==> config.mk <==
export PLATFORM = sky130hd
export DESIGN_NAME = fifo_tx_serializer
export DESIGN_NICKNAME = d
export VERILOG_FILES = /design/src/rtl/fifo_tx_serializer_pkg.sv /design/src/rtl/fifo_tx_serializer_timer.sv /design/src/rtl/fifo_tx_serializer.sv
export SDC_FILE = /design/constraint.sdc
export NUM_CORES = 1
export LEC_CHECK = 0
export ABC_AREA = 1
export CAP_MARGIN = 20
export CORE_MARGIN = 2
export CORE_UTILIZATION = 55
export DETAILED_ROUTE_END_ITERATION = 7
export GPL_TIMING_DRIVEN = 0
export PLACE_DENSITY = 0.83
export SKIP_CTS_REPAIR_TIMING = 1
export SYNTH_ARGS = -nofsm -noshare
export SYNTH_HDL_FRONTEND = slang
export SYNTH_SLANG_ARGS = --single-unit
export TNS_END_PERCENT = 5
==> constraint.sdc <==
create_clock -name clk -period 4 [get_ports clk]
set_input_delay 1.2 -clock clk [delete_from_list [all_inputs] [get_ports clk]]
set_output_delay 1.2 -clock clk [all_outputs]
set_load 0.05 [all_outputs]
Figure 1. Layout detail (run 1).
Region (0, 21) to (25, 46) um. Cells in grey, sequential cells in the stronger grey; small squares are vias.
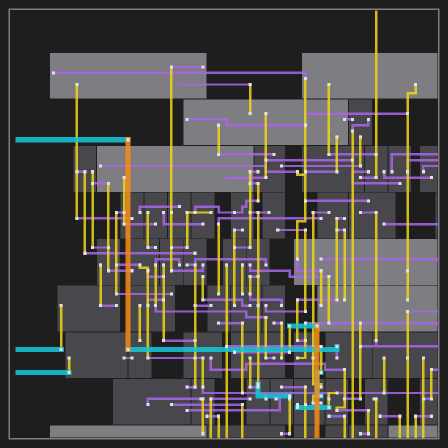
[orange] M4
[yellow] M2
[purple] M1
[cyan] M3
most frequent: nand2_1 (20), dfrtp_1 (5)
cells with their middle in the window: 47
sequential cells in the window: 6

Figure 2. Placed cells, one colour a class (run 1).
Drawn at 8 px/um.
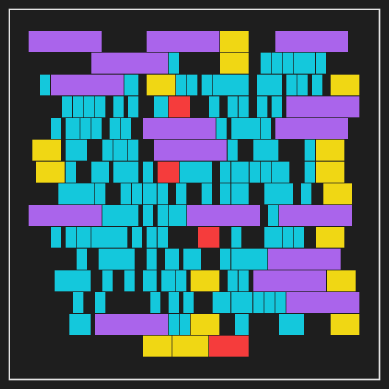
[cyan] remaining logic cells | cells: 113 | share of their area: 49%
[red] clock drivers and dummy loads | cells: 4 | share of their area: 3.1%
[purple] registers | cells: 16 | share of their area: 34%
[yellow] remaining buffers and delay cells | cells: 16 | share of their area: 14%
Cell Rows: 15
Final Util: 70.74%
Core Area: 1689 um2
post-route cell area: 1195 um2

Figure 3. Signal wires on met1 (run 1).
Drawn at 10 px/um.
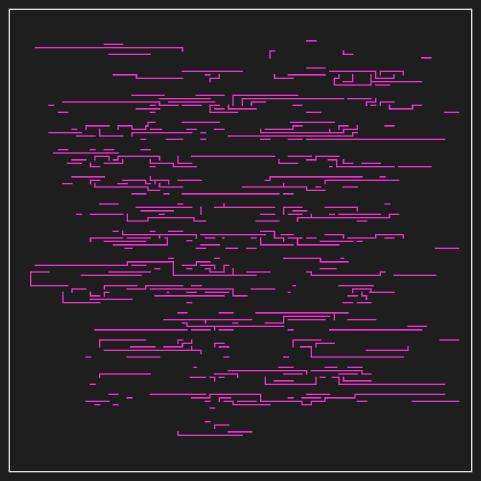
longest straight run: 14.7 um
wire length on this layer: 875 um
share of all routed wire: 46%
main direction: horizontal
nets with wire on the layer: 144
met1 Track Usage GR: 25.61%
vias post-DR: 885
drt total wl: 1.896 mm

==> run_results.csv, run 1 <==
group,metric,value,unit
power_and_ir_drop,p_leak,0.0006603,uW
setup_path,crit_family,"buffers and inverters",
floorplan,die_w,46.10,um
synth,syn_area,974.7,um2
final_layout,register_area,401.6,um2
setup_path,max_stage_delay,0.47,ns
power_and_ir_drop,power.density,726.1,nW/um2
timing,fin_skew,0.002445,ns
run_status,status,"finished, final reports clean",
route,ant_nets,0,
setup_path,startpoint_type,"input port",
setup_path,required,2.80,ns
power_and_ir_drop,ir_drop,0.0004272,V
timing,worstMarginPinSlew,0.7594,ns
timing,hold_slack,0.4813,ns
route,drt_iter0_markers,16,
clock_network,cts_root_buf,"clkbuf_4",
setup_path,cp_slowest_cell,"clkdlybuf4s50_1",
global_route,grt-ovfl-total,0,
synth,syn_nets,142,
setup_path,crit_chain,"clkdlybuf4s50_1 > inv_1 > nor2_1 > nand2_2 > inv_2 > dlymetal6s2s_1",
global_route,track_usage,20.32,%
timing,maxSlewViolCount,0,
setup_path,cp.depth,6,
synth,yosysWarnings,0,
final_layout,final_nets,163,
timing,setup_tns,0,ns
clock_network,clkTransAtPathRegs,0.10,ns
final_layout,fillers,146,
final_layout,num_antenna_cells,0,
setup_path,worst-path-buf-inv,4,
global_route,grt_max_degree,17,
synth,syn_area_per_cell,7.556,um2
synth,netlist_instances,129,
synth,synthTopCellsByCount,"nand2_1, inv_1, dfrtp_1, nor2_1, ha_1",
timing,rsz0062_at_grt,"false",
floorplan,die_area,2125,um2
setup_path,arrival,2.45,ns
placement,numPortBuffers,16,
min_path,hold_path_depth,2,
synth,synth.distinct_cells,20,
clock_network,cts_tree,"built",
[run 1: stage by stage]
stage	utilization, %	cell area (um2)	setup WS [ns]
floorplan	-	974.7	1.160
global placement	68.44	1156	-0.01632
detailed placement	68.44	1156	-0.03823
CTS	70.59	1192	-0.03517
global route	70.74	1195	0.2739
finish	70.74	1195	0.3495
[run 1: worst register-to-register path: cells and delay by family, from the launching register on]
kind,cells,cell delay [ns]
compound gates,1,0.25
fa+ha+maj,1,0.26
buf+inv,2,0.23
flops,1,0.43
simple gates,4,0.29
[run 1: area by class of cell]
| cell class | instances | area share [%] |
|---|---|---|
| multi-input cells | 94 | 41.99 |
| flip-flops and latches | 16 | 33.61 |
| repair buffers | 16 | 13.61 |
| inverters | 19 | 5.969 |
| clock buffers | 4 | 3.037 |
| well taps | 17 | 1.780 |
[run 1: cell families (layout without fill, tap and decap cells)]
family	count (synthesis)	count (layout)	share of synthesized area, %
flops	16	16	41.21
fa+ha+maj	7	7	8.985
xor+xnor	3	3	2.696
compound gates	7	7	4.492
simple gates	77	77	35.30
buf+inv	19	39	7.317
[run 1: metal layers]
metal	track usage [%]	routed length (um)
met1	25.61	875
met5	0	0
met3	3.529	51
met2	34.44	945
met4	7.429	24
[run 1: power breakdown]
group | total (uW) | switching, uW | internal, uW
combinational | 503 | 331 | 172
sequential | 256 | 39.1 | 217
clock | 109 | 53.1 | 55.4
total | 868 | 423 | 445
[run 1: cell usage in the layout, fill, tap and decap left out]
master	instances
clkdlybuf4s50_1	15
o21ai_0	2
a21oi_2	1
inv_2	3
clkbuf_4	3
dfrtp_1	15
dfstp_2	1
dlymetal6s2s_1	1
nand3_1	6
o211ai_1	2
nand4_1	4
nand2_1	46
xor2_1	3
nand2_2	3
nor3_2	2
a21oi_1	1
clkbuf_8	1
nand2_4	1
inv_1	16
ha_1	7
nand3b_1	2
nor2_1	12
o21ai_1	1
or2_2	1
--- run 2 (diff from run 1) ---
Settings changed: SLEW_MARGIN set to 20.
Figure 4. Signal wires on met1 (run 2).
Drawn at 10 px/um.
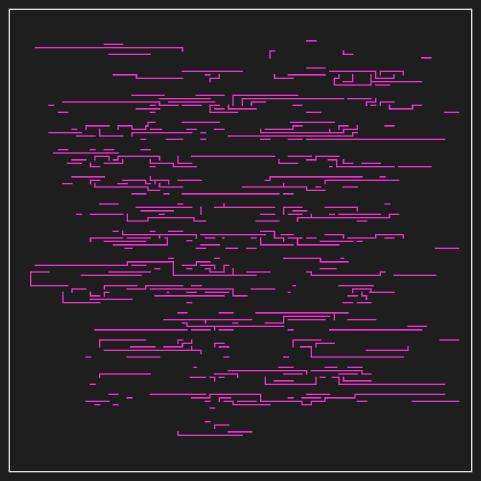
main direction: horizontal
wire length on this layer: 875 um
share of all routed wire: 46%
nets with wire on the layer: 144
longest straight run: 14.7 um

==> run_results.csv, run 2 <==
group,metric,value,unit
setup_path,cp_slowest_cell,"clkdlybuf4s50_1",
timing,maxSlewViolCount,0,
floorplan,die_w,46.10,um
floorplan,core,1689,um2
setup_path,worst-path-max-fanout,3,
synth,yosysSeqAreaShare,41.21,%
setup_path,cp.depth,6,
power_and_ir_drop,power_frac_seq,29.5,%
final_layout,num_antenna_cells,0,
power_and_ir_drop,ir_drop,0.0004272,V
global_route,grt-ovfl-total,0,
power_and_ir_drop,combPwrFrac,58.0,%
setup_path,worst-path-buf-inv,4,
clock_network,clkTransAtPathRegs,0.10,ns
clock_network,cts_tree,"built",
final_layout,final_nets,163,
setup_path,arrival,2.45,ns
setup_path,crit_chain,"clkdlybuf4s50_1 > inv_1 > nor2_1 > nand2_2 > inv_2 > dlymetal6s2s_1",
final_layout,lay_top_count,"nand2_1",
clock_network,cts_root_buf,"clkbuf_4",
route,ant_nets,0,
timing,fin_skew,0.002445,ns
clock_network,ctsHtreeMaxLevel,1,
synth,area_leaders,"dfrtp_1, nand2_1, ha_1, inv_1, nor2_1",
global_route,grt_max_degree,17,
setup_path,required,2.80,ns
setup_path,max_stage_delay,0.47,ns
final_layout,final_cell_mix,"nand2_1, inv_1, clkdlybuf4s50_1, dfrtp_1, nor2_1",
synth,syn_area_per_cell,7.556,um2
floorplan,die_area,2125,um2
global_route,track_usage,20.32,%
synth,yosysWarnings,0,
synth,syn_area,974.7,um2
power_and_ir_drop,switching_share,48.76,%
power_and_ir_drop,p_sw,423.1,uW
route,vias,885,
timing,worstMarginPinSlew,0.7594,ns
route,drt_iter0_markers,16,
power_and_ir_drop,clkPwrFrac,12.5,%
synth,syn_nets,142,
route,wl,1.896,mm
run_status,status,"finished, final reports clean",
floorplan,rows,15,
setup_path,crit_family,"buffers and inverters",
timing,layout_setup_ws,0.3495,ns
synth,synth.distinct_cells,20,
placement,numPortBuffers,16,
placement,place_ws,-0.03823,ns
power_and_ir_drop,p_leak,0.0006603,uW
[run 2: worst reg2reg max path: cells and delay by family (launching register included)]
| family | cells | cell delay, ns |
|---|---|---|
| adders and majority gates | 1 | 0.26 |
| buffers and inverters | 2 | 0.23 |
| DFF | 1 | 0.43 |
| AOI/OAI and AO/OA | 1 | 0.25 |
| and+or+nand+nor | 4 | 0.29 |
[run 2: routing by layer]
layer,GRT usage [%],share of wire [%],vias to the layer above
li1,-,-,445
met1,25.61,46,416
met2,34.44,50,20
met3,3.529,2.7,4
met4,7.429,1.3,0
met5,0,0,-
[run 2: cells by family (layout without fill, tap and decap cells)]
| group | count (synthesis) | count (layout) | share of synthesized area (%) |
|---|---|---|---|
| AND/OR/NAND/NOR | 77 | 77 | 35.30 |
| buffers and inverters | 19 | 39 | 7.317 |
| flip-flops | 16 | 16 | 41.21 |
| adder cells (fa/ha/maj) | 7 | 7 | 8.985 |
| AND-OR/OR-AND | 7 | 7 | 4.492 |
| XOR/XNOR | 3 | 3 | 2.696 |
[run 2: stage by stage]
stage / hold WS [ns] / setup TNS, ns / utilization, % / std cells / instance area, um2
after global routing: 0.5008 / 0 / 70.74 / 166 / 1195
after floorplan: 0.4417 / 0 / - / 129 / 974.7
after detailed placement: 0.4585 / -0.03823 / 68.44 / 162 / 1156
final: 0.4813 / 0 / 70.74 / 166 / 1195
after CTS: 0.4817 / -0.03517 / 70.59 / 166 / 1192
after global placement: 0.4585 / -0.01632 / 68.44 / 162 / 1156
[run 2: power by group through the flow]
stage               registers [uW]  logic [uW]  clock network [uW]
global placement               255         484                   0
finish                         256         503                 109
floorplan                      315         315                   0
detailed placement             259         500                   0
global route                   262         556                 116
CTS                            256         504                 110
[run 2: area by class of cell]
class                           instances  area [um2]
Fill cell                             146       494.2
Timing Repair Buffer                   16       162.7
Tap cell                               17       21.27
Clock buffer                            4       36.28
Inverter                               19       71.32
Sequential cell                        16       401.6
Multi-Input combinational cell         94       501.7
Power and IR drop assume default switching activity.
